==> src/rtl/systolic_skew_scheduler_pkg.sv <==
// Shared types and constants for the systolic array edge scheduler.
package systolic_pkg;

    localparam int N_DEF       = 4;
    localparam int DATA_W_DEF  = 32;
    localparam int MAX_LEN_DEF = 8;

    typedef enum logic [1:0] {
        IDLE   = 2'd0,
        STREAM = 2'd1,
        DRAIN  = 2'd2,
        DONE   = 2'd3
    } state_e;

    // N-1 cycles of skew, 2N-2 of propagation and 1 for the final PE accumulation.
    function automatic int drain_cycles(input int n);
        return 3 * n - 2;
    endfunction

endpackage

==> src/rtl/systolic_skew_scheduler_delay.sv <==
// Fixed-depth register delay line. It feeds one array edge lane with its diagonal skew.
module skew_delay_line #(
    parameter int DEPTH = 1,
    parameter int WIDTH = 32
) (
    input  logic             clk,
    input  logic             rst,
    input  logic [WIDTH-1:0] d_i,
    output logic [WIDTH-1:0] q_o
);

    logic [DEPTH-1:0][WIDTH-1:0] stage_q;

    always_ff @(posedge clk) begin
        if (rst) begin
            stage_q <= '0;
        end else begin
            stage_q[0] <= d_i;
            for (int s = 1; s < DEPTH; s++) begin
                stage_q[s] <= stage_q[s-1];
            end
        end
    end

    assign q_o = stage_q[DEPTH-1];

endmodule

==> src/rtl/systolic_skew_scheduler.sv <==
// Skewed west/north edge driver for an NxN output-stationary systolic array.
// Optional SKEW_SCHED_STALL_CNT_EN adds a saturating stall_cnt output.
module systolic_skew_scheduler
    import systolic_pkg::*;
#(
    parameter int N       = N_DEF,
    parameter int DATA_W  = DATA_W_DEF,
    parameter int MAX_LEN = MAX_LEN_DEF
) (
    input  logic                           clk,
    input  logic                           rst,
    input  logic                           start,
    input  logic [$clog2(MAX_LEN+1)-1:0]   len,
    input  logic [N*DATA_W-1:0]            a_vec,
    input  logic [N*DATA_W-1:0]            b_vec,
    input  logic                           in_valid,
    output logic                           in_ready,
    output logic [N*DATA_W-1:0]            west_o,
    output logic [N*DATA_W-1:0]            north_o,
    output logic                           acc_clr,
    output logic                           busy,
    output logic                           done
`ifdef SKEW_SCHED_STALL_CNT_EN
    ,output logic [15:0]                   stall_cnt
`endif
);

    localparam int LEN_W     = $clog2(MAX_LEN + 1);
    localparam int DRAIN_CYC = drain_cycles(N);
    localparam int DCNT_W    = $clog2(3 * N - 1);

    state_e              state_q;
    logic [LEN_W-1:0]    len_q;
    logic [LEN_W-1:0]    beat_q;
    logic [DCNT_W-1:0]   drain_q;
    logic                in_ready_q;
    logic                busy_q;
    logic                acc_clr_q;
    logic                done_q;

    logic                len_ok;
    logic                start_acc;
    logic                beat_acc;

    logic [N-1:0][DATA_W-1:0] a_lanes, b_lanes;
    logic [N-1:0][DATA_W-1:0] west_lanes, north_lanes;

    assign len_ok    = (len != '0) && (len <= LEN_W'(MAX_LEN));
    assign start_acc = (state_q == IDLE) && start && len_ok;
    assign beat_acc  = in_valid && in_ready_q;

    always_ff @(posedge clk) begin
        if (rst) begin
            state_q    <= IDLE;
            len_q      <= '0;
            beat_q     <= '0;
            drain_q    <= '0;
            in_ready_q <= 1'b0;
            busy_q     <= 1'b0;
            acc_clr_q  <= 1'b0;
            done_q     <= 1'b0;
        end else begin
            acc_clr_q <= 1'b0;
            done_q    <= 1'b0;
            case (state_q)
                IDLE: begin
                    if (start_acc) begin
                        state_q    <= STREAM;
                        len_q      <= len;
                        beat_q     <= '0;
                        acc_clr_q  <= 1'b1;
                        in_ready_q <= 1'b1;
                        busy_q     <= 1'b1;
                    end
                end
                STREAM: begin
                    if (beat_acc) begin
                        if (beat_q == len_q - LEN_W'(1)) begin
                            state_q    <= DRAIN;
                            drain_q    <= '0;
                            in_ready_q <= 1'b0;
                        end else begin
                            beat_q <= beat_q + LEN_W'(1);
                        end
                    end
                end
                DRAIN: begin
                    if (drain_q == DCNT_W'(DRAIN_CYC - 1)) begin
                        state_q <= DONE;
                        done_q  <= 1'b1;
                    end else begin
                        drain_q <= drain_q + DCNT_W'(1);
                    end
                end
                DONE: begin
                    state_q <= IDLE;
                    busy_q  <= 1'b0;
                end
                default: begin
                    state_q    <= IDLE;
                    in_ready_q <= 1'b0;
                    busy_q     <= 1'b0;
                end
            endcase
        end
    end

    assign a_lanes = a_vec;
    assign b_lanes = b_vec;

    // Non-beat cycles push zeros so the skew stays aligned across bubbles.
    for (genvar i = 0; i < N; i++) begin : g_lane
        skew_delay_line #(.DEPTH(i + 1), .WIDTH(DATA_W)) u_west (
            .clk (clk),
            .rst (rst),
            .d_i (beat_acc ? a_lanes[i] : '0),
            .q_o (west_lanes[i])
        );
        skew_delay_line #(.DEPTH(i + 1), .WIDTH(DATA_W)) u_north (
            .clk (clk),
            .rst (rst),
            .d_i (beat_acc ? b_lanes[i] : '0),
            .q_o (north_lanes[i])
        );
    end

    assign west_o   = west_lanes;
    assign north_o  = north_lanes;
    assign in_ready = in_ready_q;
    assign busy     = busy_q;
    assign acc_clr  = acc_clr_q;
    assign done     = done_q;

`ifdef SKEW_SCHED_STALL_CNT_EN
    logic [15:0] stall_q;

    always_ff @(posedge clk) begin
        if (rst) begin
            stall_q <= '0;
        end else if (start_acc) begin
            stall_q <= '0;
        end else if (state_q == STREAM && !in_valid && stall_q != 16'hFFFF) begin
            stall_q <= stall_q + 16'd1;
        end
    end

    assign stall_cnt = stall_q;
`endif

endmodule

==> config.mk <==
export PLATFORM = sky130hd
export DESIGN_NAME = systolic_skew_scheduler
export DESIGN_NICKNAME = d
export VERILOG_FILES = /design/src/rtl/systolic_skew_scheduler_pkg.sv /design/src/rtl/systolic_skew_scheduler_delay.sv /design/src/rtl/systolic_skew_scheduler.sv
export SDC_FILE = /design/constraint.sdc
export NUM_CORES = 1
export LEC_CHECK = 0
export CAP_MARGIN = 10
export CORE_MARGIN = 10
export CORE_UTILIZATION = 40
export CTS_CLUSTER_DIAMETER = 80
export DETAILED_ROUTE_END_ITERATION = 6
export GPL_ROUTABILITY_DRIVEN = 1
export PLACE_DENSITY = 0.75
export RECOVER_POWER = 50
export SYNTH_ARGS = -nofsm -noshare
export SYNTH_HDL_FRONTEND = slang
export SYNTH_SLANG_ARGS = --single-unit
==> constraint.sdc <==
create_clock -name clk -period 5.3 [get_ports clk]
set_clock_uncertainty 0.15 [all_clocks]
set_input_delay 0.795 -clock clk [delete_from_list [all_inputs] [get_ports clk]]
set_output_delay 0.795 -clock clk [all_outputs]
set_load 0.01 [all_outputs]
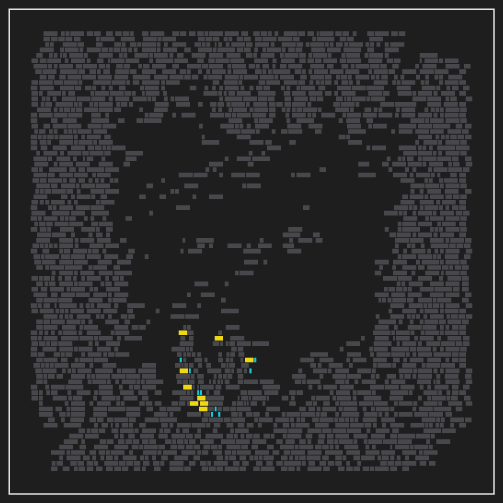
Figure 1: logic cells by family.
Scale: 2 px per um.
- inverters: cyan (cells 9; most used inv_1; where bottom center)
- adder and majority cells: yellow (cells 9; most used ha_1; where bottom center)
most frequent standard cell in the layout excluding fill and tap cells: dfxtp_1
share of the final layout cell area in multi-input gates: 17.9%
post-route insts no fill: 2713

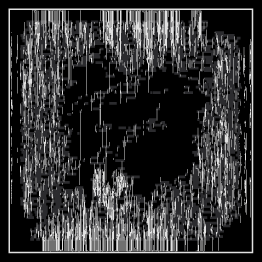
Figure 2: metal 2.
Scale: 1 px per um. Cells faint in the background.
- share of all routed wire: 49%
- longest straight run: 63.1 um
- main direction: vertical
- nets with wire on the layer: 1896
- wire length on this layer: 20.5 mm
fraction of met2 tracks used by global routing: 23.9%
post-detailed-routing wire length: 42100 um

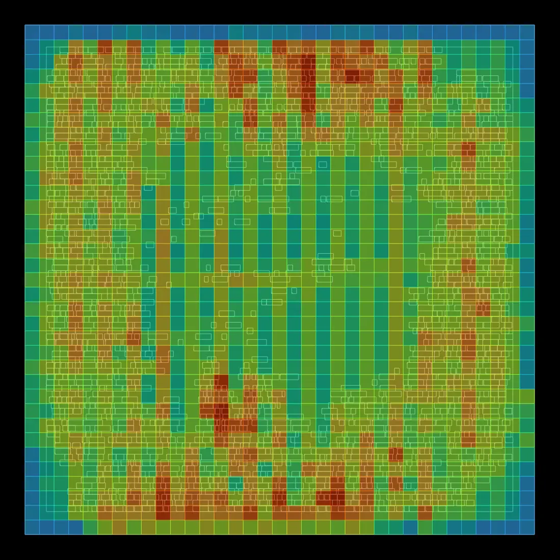
Figure 3: track usage over the die.
average wire length per cell after detail routing: 15.5 um
global-route met3 utilization: 6.80%
global routing usage summed across all routing layers: 14.0%
global route hottest layer: met2
Post-Route Utilization: 53.7%

==> results_tabular.tex <==
% Auto-generated results table
\begin{tabular}{lr}
\hline
Metric & Value \\
\hline
\multicolumn{2}{l}{\textbf{Outcome}} \\
Outcome & finished, violations left \\
Failing checks & max-capacitance violations, max-slew violations \\
\multicolumn{2}{l}{\textbf{CTS}} \\
Post-CTS clock slew at the launch and capture registers of the worst setup and hold paths & 60 ps \\
Setup bufs post-CTS & 0 \\
TritonCTS clock tree & yes \\
Total CTS buffers & around 67 \\
Buffer depth of the longest clock path & 3 \\
Late-Pin Clk Latency & a little under 600 ps \\
CTS Root Cell & clkbuf\_16 \\
\multicolumn{2}{l}{\textbf{Synth}} \\
Simple share & approximately 22\% \\
Xor/xnor cell area share of the yosys netlist & 0.344\% \\
Count of different cell masters after synthesis & roughly 44 \\
Share of synthesized area spent on multiplexers & less than 1\% \\
Adder and majority cell fraction of the synthesized area & less than 1\% \\
Main area contributors after synthesis & dfxtp\_1, nor2b\_1, and2\_1, buf\_4, clkbuf\_1 \\
Complex-gate fraction of the synthesized area & 1.13\% \\
Top-count cell post-synth & dfxtp\_1 \\
Mapped cell area & between 15000 and 20000 um2 \\
\multicolumn{2}{l}{\textbf{Worst setup path}} \\
Setup slack of the worst register-to-register path & 2750 ps \\
Crit. Startpoint & len[0] \\
Capturing element of the worst setup path & beat\_q[1]\$\_SDFFE\_PP0P\_ \\
Critical path start-end classification & input pin to flop \\
Highest fanout seen on the critical path & 7 \\
Crit path DRT & 5660 ps \\
\multicolumn{2}{l}{\textbf{Die}} \\
Core Footprint & 48700 um2 \\
Number of top-level design ports & $\sim$520 \\
Floorplan core density & 40.3\% \\
Area of the die & a little under 60000 um2 \\
\multicolumn{2}{l}{\textbf{Job}} \\
Stage-log warning count & around 40 \\
Max Cap Violations & 3 \\
\multicolumn{2}{l}{\textbf{Place}} \\
Total half-perimeter wirelength after legalization and detailed placement & about 30000 um \\
Gp weighted congestion & roughly 0.84 \\
Total cell area at the placement stage & between 20000 and 25000 um2 \\
Placed instance count & about 2.6k \\
\multicolumn{2}{l}{\textbf{Drt}} \\
Met2 routed wirelength & $\sim$20000 um \\
DR iter-0 viols & approximately 330 \\
Total length of routed met3 wires & between 4000 and 5000 um \\
Final antenna-violating net count & 0 \\
\# DRC & 0 \\
DRT met1 WL & approximately 16000 um \\
\multicolumn{2}{l}{\textbf{Layout}} \\
Largest registers ranked by flip-flop count & g\_lane.u\_north.stage\_q (192), g\_lane.u\_west.stage\_q (192) \\
Layout Area Growth over Synthesis & 33.3\% \\
Fraction of layout cells with a size suffix above 1 & 5.72\% \\
Multi-input combinational cell count & approximately 730 \\
Share of final layout cell area taken by non-clock buffers & between 20 and 25\% \\
Non-clock inverter instance count of the final layout & 9 \\
Layout clock buffer count & approximately 94 \\
Diode count & 3 \\
Seq area share & between 50\% and 60\% \\
\multicolumn{2}{l}{\textbf{Min path}} \\
Worst min-delay path category & flop to flop \\
Hold Crit Depth & 1 \\
\multicolumn{2}{l}{\textbf{Global route}} \\
Initial antenna violation count & 11 \\
Vias in the first global route & approximately 11k \\
Total grt overflow & 0 \\
Met1 track utilization from global routing & about 15\% \\
\multicolumn{2}{l}{\textbf{STA}} \\
Part of the cycle the worst path needs & 56.6\% \\
Number of hold violations in the final report & 0 \\
Slew Viols, Final & roughly 320 \\
Highest attainable clock frequency & 333 MHz \\
\multicolumn{2}{l}{\textbf{Pwr}} \\
Internal Dissipation & just over 0.008 W \\
Net switching power & 0.00222 W \\
Clock distribution power & around 0.0045 W \\
\hline
\end{tabular}
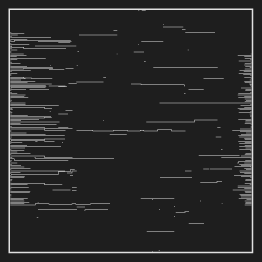
Figure 4: the metal 3 layer.
Scale: 1 px per um.
- share of all routed wire: 10%
- longest straight run: 91.5 um
number of vias in the routed layout: 11.0k

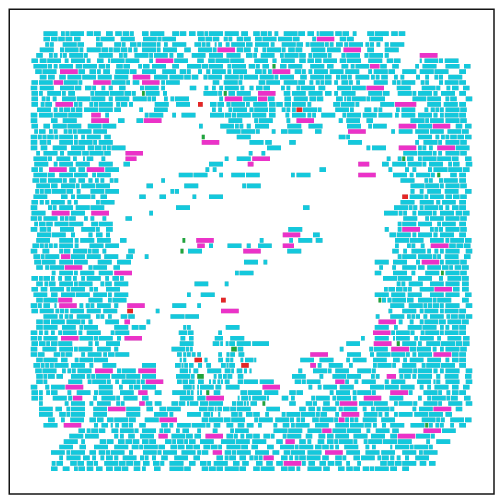
Figure 5: sizing map.
Scale: 2 px per um.
- drive 2: green (cells 16)
- drive 1 or less: cyan (cells 1929)
- drive 3 to 4: red (cells 7)
- drive 6 and up: magenta (cells 94)
non-clock buffer total of the final layout: 528
final worst-path setup slack: 2300 ps
final cell area excluding filler cells: 26200 um2

Power and IR drop assume default switching activity.
